==> config.mk <==
export PLATFORM = sky130hd
export DESIGN_NAME = cw_winnow
export DESIGN_NICKNAME = d
export VERILOG_FILES = /design/src/rtl/cw_pkg.sv /design/src/rtl/cw_used_map.sv /design/src/rtl/cw_winnow.sv
export SDC_FILE = /design/constraint.sdc
export NUM_CORES = 1
export LEC_CHECK = 0
export ABC_CLOCK_PERIOD_IN_PS = 5100
export CORE_AREA = 2 2 443 445
export CTS_BUF_LIST = sky130_fd_sc_hd__clkbuf_4 sky130_fd_sc_hd__clkbuf_8
export CTS_CLUSTER_DIAMETER = 200
export CTS_CLUSTER_SIZE = 24
export DETAILED_ROUTE_END_ITERATION = 6
export DIE_AREA = 0 0 445 447
export GPL_ROUTABILITY_DRIVEN = 1
export PLACE_DENSITY = 0.3
export SYNTH_ARGS = -nofsm -noshare
export SYNTH_HDL_FRONTEND = slang
export SYNTH_SLANG_ARGS = --single-unit
==> constraint.sdc <==
create_clock -name clk -period 5.1 [get_ports clk]
set_input_delay 0.765 -clock clk [delete_from_list [all_inputs] [get_ports clk]]
set_output_delay 0.765 -clock clk [all_outputs]
set_load 0.05 [all_outputs]
==> src/rtl/cw_pkg.sv <==
// cw_pkg: shared widths, scalar types and FSM state encoding for the
// cw_winnow receiver-side winnowing stage.
package cw_pkg;

    localparam int CTR_W   = 16;
    localparam int TAG_W   = 16;
    localparam int CACHE_N = 64;
    localparam int DATA_W  = 8;
    localparam int IDX_W   = $clog2(CACHE_N);

    typedef logic [TAG_W-1:0] tag_t;
    typedef logic [CTR_W-1:0] ctr_t;
    typedef logic [IDX_W-1:0] idx_t;

    typedef enum logic [1:0] {
        IDLE = 2'd0,
        SCAN = 2'd1,
        OUT  = 2'd2
    } state_t;

endpackage

==> src/rtl/cw_used_map.sv <==
// cw_used_map: one flag per cache entry recording that its tag has already
// authenticated a packet. Clear-all takes priority over a same-cycle set.
module cw_used_map
    import cw_pkg::*;
#(
    parameter int N  = CACHE_N,
    parameter int IW = $clog2(N)
) (
    input  logic          clk,
    input  logic          rst_n,
    input  logic          i_clr,
    input  logic          i_set,
    input  logic [IW-1:0] i_set_idx,
    input  logic [IW-1:0] i_rd_idx,
    output logic          o_rd_bit
);

    logic [N-1:0] r_map;

    // Used-flag storage: async reset, synchronous clear-all, single-bit set.
    always_ff @(posedge clk or negedge rst_n) begin
        if (!rst_n) begin
            r_map <= {N{1'b0}};
        end else if (i_clr) begin
            r_map <= {N{1'b0}};
        end else if (i_set) begin
            r_map[i_set_idx] <= 1'b1;
        end else begin
            r_map <= r_map;
        end
    end

    assign o_rd_bit = r_map[i_rd_idx];

endmodule

==> src/rtl/cw_winnow.sv <==
// cw_winnow: scans each incoming packet's tag against the MAC cache, one
// entry per cycle. An unused matching entry makes the packet wheat and
// yields its counter; otherwise the packet is chaff.
// Build option: define CW_CHAFF_PASS_EN to emit chaff on the output
// (out_wheat = 0, out_ctr = 0); by default chaff is dropped silently.
module cw_winnow
    import cw_pkg::*;
#(
    parameter int ctrsize   = CTR_W,
    parameter int tagsize   = TAG_W,
    parameter int cachesize = CACHE_N,
    parameter int datasize  = DATA_W
) (
    input  logic                               clk,
    input  logic                               rst_n,
    input  logic [cachesize-1:0][tagsize-1:0]  maccache,
    input  logic [ctrsize-1:0]                 cache_base,
    input  logic                               cache_load,
    input  logic                               in_valid,
    output logic                               in_ready,
    input  logic [datasize-1:0]                in_data,
    input  logic [tagsize-1:0]                 in_tag,
    output logic                               out_valid,
    input  logic                               out_ready,
    output logic [datasize-1:0]                out_data,
    output logic [ctrsize-1:0]                 out_ctr,
    output logic                               out_wheat,
    output logic [ctrsize-1:0]                 wheat_cnt,
    output logic [ctrsize-1:0]                 chaff_cnt
);

    localparam int                IW       = $clog2(cachesize);
    localparam logic [IW-1:0]     LAST_IDX = IW'(cachesize - 1);
    localparam logic [ctrsize-1:0] CTR_MAX = {ctrsize{1'b1}};

    state_t              r_state;
    logic [IW-1:0]       r_idx;
    logic [tagsize-1:0]  r_tag;
    logic [datasize-1:0] r_data;
    logic [ctrsize-1:0]  r_ctr;
    logic                r_wheat;
    logic                r_out_valid;
    logic [ctrsize-1:0]  r_wheat_cnt;
    logic [ctrsize-1:0]  r_chaff_cnt;
    logic                r_load_pend;

    logic                w_used;
    logic                w_load_req;
    logic                w_accept;
    logic                w_hit;
    logic                w_last;
    logic                w_miss_end;
    logic                w_clr;
    logic [ctrsize-1:0]  w_hit_ctr;

    // Handshake, compare and bitmap-control decode for the current cycle.
    always_comb begin
        w_load_req = cache_load | r_load_pend;
        // Gated by rst_n so nothing is accepted while reset is held.
        in_ready   = rst_n & (r_state == IDLE) & ~w_load_req;
        w_accept   = in_valid & in_ready;
        w_hit      = (r_state == SCAN) && (maccache[r_idx] == r_tag) && !w_used;
        w_last     = (r_idx == LAST_IDX);
        w_miss_end = (r_state == SCAN) && !w_hit && w_last;
        w_clr      = (r_state == IDLE) && w_load_req;
        w_hit_ctr  = cache_base + ctrsize'(r_idx);
    end

    cw_used_map #(
        .N  (cachesize),
        .IW (IW)
    ) u_used_map (
        .clk       (clk),
        .rst_n     (rst_n),
        .i_clr     (w_clr),
        .i_set     (w_hit),
        .i_set_idx (r_idx),
        .i_rd_idx  (r_idx),
        .o_rd_bit  (w_used)
    );

    // Main FSM: accept a packet, scan the cache, present the result.
    always_ff @(posedge clk or negedge rst_n) begin
        if (!rst_n) begin
            r_state     <= IDLE;
            r_idx       <= {IW{1'b0}};
            r_tag       <= {tagsize{1'b0}};
            r_data      <= {datasize{1'b0}};
            r_ctr       <= {ctrsize{1'b0}};
            r_wheat     <= 1'b0;
            r_out_valid <= 1'b0;
        end else begin
            case (r_state)
                IDLE: begin
                    if (w_accept) begin
                        r_data  <= in_data;
                        r_tag   <= in_tag;
                        r_idx   <= {IW{1'b0}};
                        r_state <= SCAN;
                    end
                end
                SCAN: begin
                    if (w_hit) begin
                        r_ctr       <= w_hit_ctr;
                        r_wheat     <= 1'b1;
                        r_out_valid <= 1'b1;
                        r_state     <= OUT;
                    end else if (!w_last) begin
                        r_idx <= r_idx + IW'(1);
                    end else begin
                        r_ctr   <= {ctrsize{1'b0}};
                        r_wheat <= 1'b0;
`ifdef CW_CHAFF_PASS_EN
                        r_out_valid <= 1'b1;
                        r_state     <= OUT;
`else
                        r_state     <= IDLE;
`endif
                    end
                end
                OUT: begin
                    if (out_ready) begin
                        r_out_valid <= 1'b0;
                        r_state     <= IDLE;
                    end
                end
                default: begin
                    r_out_valid <= 1'b0;
                    r_state     <= IDLE;
                end
            endcase
        end
    end

    // Saturating wheat/chaff statistics.
    always_ff @(posedge clk or negedge rst_n) begin
        if (!rst_n) begin
            r_wheat_cnt <= {ctrsize{1'b0}};
            r_chaff_cnt <= {ctrsize{1'b0}};
        end else begin
            if (w_miss_end && (r_chaff_cnt != CTR_MAX)) begin
                r_chaff_cnt <= r_chaff_cnt + ctrsize'(1);
            end
            if ((r_state == OUT) && out_ready && r_wheat && (r_wheat_cnt != CTR_MAX)) begin
                r_wheat_cnt <= r_wheat_cnt + ctrsize'(1);
            end
        end
    end

    // A cache load seen while busy is remembered and applied on return to IDLE.
    always_ff @(posedge clk or negedge rst_n) begin
        if (!rst_n) begin
            r_load_pend <= 1'b0;
        end else if (r_state == IDLE) begin
            r_load_pend <= 1'b0;
        end else if (cache_load) begin
            r_load_pend <= 1'b1;
        end else begin
            r_load_pend <= r_load_pend;
        end
    end

    assign out_valid = r_out_valid;
    assign out_data  = r_data;
    assign out_ctr   = r_ctr;
    assign out_wheat = r_wheat;
    assign wheat_cnt = r_wheat_cnt;
    assign chaff_cnt = r_chaff_cnt;

endmodule

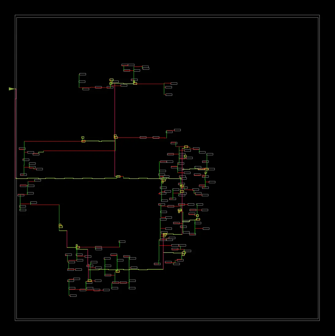
Fig. 1. Clock routing.
Clock group: 0.922 mW
number of buffers created by CTS: 17

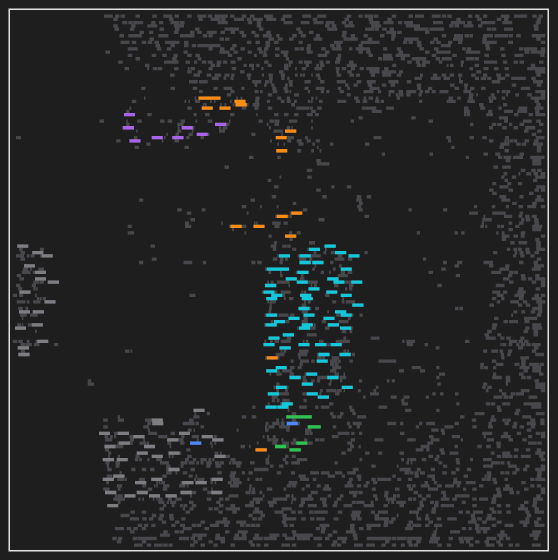
Fig. 2. Register map, names as in the netlist.
Other sequential cells in the stronger grey, the rest of the logic in the fainter grey.
- green: r_idx (sequential cells 6; where bottom middle)
- blue: r_state (sequential cells 2)
- purple: out_data (sequential cells 8)
- cyan: u_used_map.r_map (sequential cells 64; where middle)
- orange: r_tag (sequential cells 16)
- not coloured: 51

==> summary.rpt <==
STATUS
--------------------------------------------------------------------------
Run status .................................................. complete, no violations

SYNTHESIS
--------------------------------------------------------------------------
Post-synthesis register bit count ...........................          147
Top cells by area in the synthesized netlist ................ dfrtp_1, mux4_2, mux2i_1
Cell count listed in synth_stat.txt .........................         1545
Dominant cell type by area after synthesis ..................      dfrtp_1
Most common library cells after synthesis ................... nand2_1, mux4_2, dfrtp_1

CTS
--------------------------------------------------------------------------
Clock tree from TritonCTS ...................................        built
Number of H-tree branching levels ...........................            4
Insertion Delay late pin ....................................      0.58 ns
Clock tree root buffer cell .................................     clkbuf_8

SETUP PATH
--------------------------------------------------------------------------
Most used cell, CP ..........................................       buf_12
Max Fanout on Critical Path .................................           24
Critical-path cell with the highest stage delay .............       nor3_2
Required time at the endpoint of the critical path ..........      5.51 ns
Worst path max stage delay ..................................      0.91 ns

TIMING
--------------------------------------------------------------------------
Slew headroom ...............................................        28.2%
Fmax ........................................................      198 MHz
Worst hold slack ............................................     0.119 ns
Slew at the pin with the worst max-slew slack ...............      1.08 ns
Setup repair after global routing missed its margin .........        false
Number of hold violations in the final report ...............            0

PWR
--------------------------------------------------------------------------
Combinational share of power ................................        81.6%
Design internal power .......................................      5.88 mW
Maximum vdd ir drop .........................................     0.244 mV
Power share of the sequential group .........................        11.4%

GLOBAL ROUTE
--------------------------------------------------------------------------
Global-route wire length before repair ...................... 220000 microns
Overall global routing resource usage .......................        16.9%
Overall overflow remaining after global route ...............            0

PLACE
--------------------------------------------------------------------------
Tally of buffers added on design ports ......................         1127
Estimated wirelength of the detail-placed design ............ 150000 microns
GP Congestion ...............................................        0.827
Post-Place Setup Slack ......................................   -0.0163 ns

CELLS AND AREA
--------------------------------------------------------------------------
Fraction of layout instances using a drive strength above 1 .        15.9%
Final core utilization ......................................        15.9%

DIE
--------------------------------------------------------------------------
Standard cell core area ..................................... 194000 sq um
X dimension of the die ......................................  445 microns

DRT
--------------------------------------------------------------------------
DRT Wirelength .............................................. 176000 microns
Number of vias in the routed layout .........................        19465
Top layer used by detailed routing ..........................         met5
DRC .........................................................            0
Met3 wire length ............................................ 10300 microns

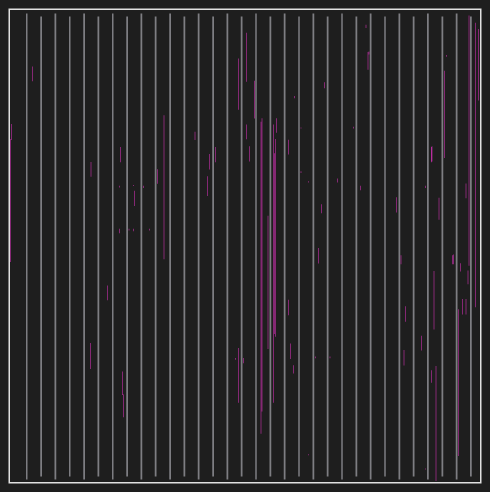
Fig. 3. Signal wires on met4.
Supply wires on this layer in grey.
- main direction: vertical
- longest straight run: 295 microns

layout by cell type, fill, tap and decap left out, types with 38 or more instances in the layout:
cell             count
nand2_1            161
xor2_1              38
a22oi_1             80
mux2i_1             96
buf_4              116
nor2_1              93
a221oi_1            82
mux4_2             158
o22ai_1             38
mux2_2              46
dfrtp_1            144
clkdlybuf4s50_1   1126
a31oi_1             69
final timing paths:
check | depth (start not counted) | slack, ns | endpoint | startpoint
min in group clk | 2 | 0.49 | out_data[5] | out_data[5]
min reg2reg | 2 | 0.49 | out_data[5] | out_data[5]
max | 13 | 0.05 | r_idx[1] | r_idx[0]
max in group asynchronous | 2 | 3.54 | r_idx[1] | rst_n
min | 1 | 0.12 | wheat_cnt[8] | rst_n
max reg2reg | 13 | 0.05 | r_idx[1] | r_idx[0]
metrics by stage:
stage	cell area (sq um)	power [mW]	instances	TNS (ns)
finish	30900	13.2	5233	0
floorplan	15400	6.60	1545	0
CTS	30800	13.5	5211	0
global placement	30500	12.5	5180	-4.53
detailed placement	30500	12.5	5180	-0.0313
global route	30900	13.8	5221	0
cell type report:
| class | instances | area, sq um |
|---|---|---|
| Fill cell | 21845 | 163000 |
| Inverter | 6 | 28.8 |
| Timing Repair Buffer | 1266 | 12600 |
| Multi-Input combinational cell | 1219 | 11000 |
| Antenna cell | 22 | 55.1 |
| Tap cell | 2542 | 3180 |
| Clock buffer | 19 | 255 |
| Sequential cell | 147 | 3690 |
| Clock inverter | 12 | 83.8 |
what timing repair did:
item | 4_1_cts | 5_1_grt
endpoints found under the setup margin | 11 | 42
gates resized | 3 | 1
gates cloned | 0 | 0
worst reg2reg max path, cell delays in order, from the launching register on:
cell and delay (ns):
dfrtp_4 0.56, buf_12 0.27, nor2b_4 0.90, a221oi_1 0.25, nor3_2 0.91, nor4_1 0.22
nor4b_2 0.23, xnor2_1 0.15, a2111o_1 0.55, nor4_4 0.29, buf_12 0.20, buf_4 0.18
nor2_1 0.08, mux2i_1 0.13
power by group through the flow:
| stage | logic [mW] | registers (mW) | clock network [mW] |
|---|---|---|---|
| finish | 10.7 | 1.49 | 0.922 |
| global route | 11.3 | 1.52 | 1.04 |
| CTS | 11.0 | 1.50 | 1.00 |
| detailed placement | 10.9 | 1.52 | 0 |
| global placement | 11.0 | 1.52 | 0 |
| floorplan | 5.15 | 1.45 | 0 |
metal layers:
layer  track usage [%]  vias to the layer above
li1                  -                     8460
met4              3.62                       34
met5                 0                        -
met2              30.5                      805
met1              20.5                    10002
met3              3.62                      164
logic make-up after synthesis:
family / count (synthesis) / share of synthesized area, %
AOI/OAI and AO/OA: 420 / 19.9
xor gates and xnor gates: 57 / 3.23
adders and majority gates: 10 / 0.859
buffers and inverters: 179 / 5.95
DFF: 147 / 23.8
muxes: 301 / 32.7
and+or+nand+nor: 431 / 13.6
sequential cells by signal, indices dropped and copies added (netlist names):
signal / count
out_wheat: 1
r_idx: 6
u_used_map.r_map: 64
out_valid: 1
r_tag: 16
out_data: 8
out_ctr: 16
chaff_cnt: 16
wheat_cnt: 16
r_load_pend: 1
r_state: 2
Power and IR drop assume default switching activity.
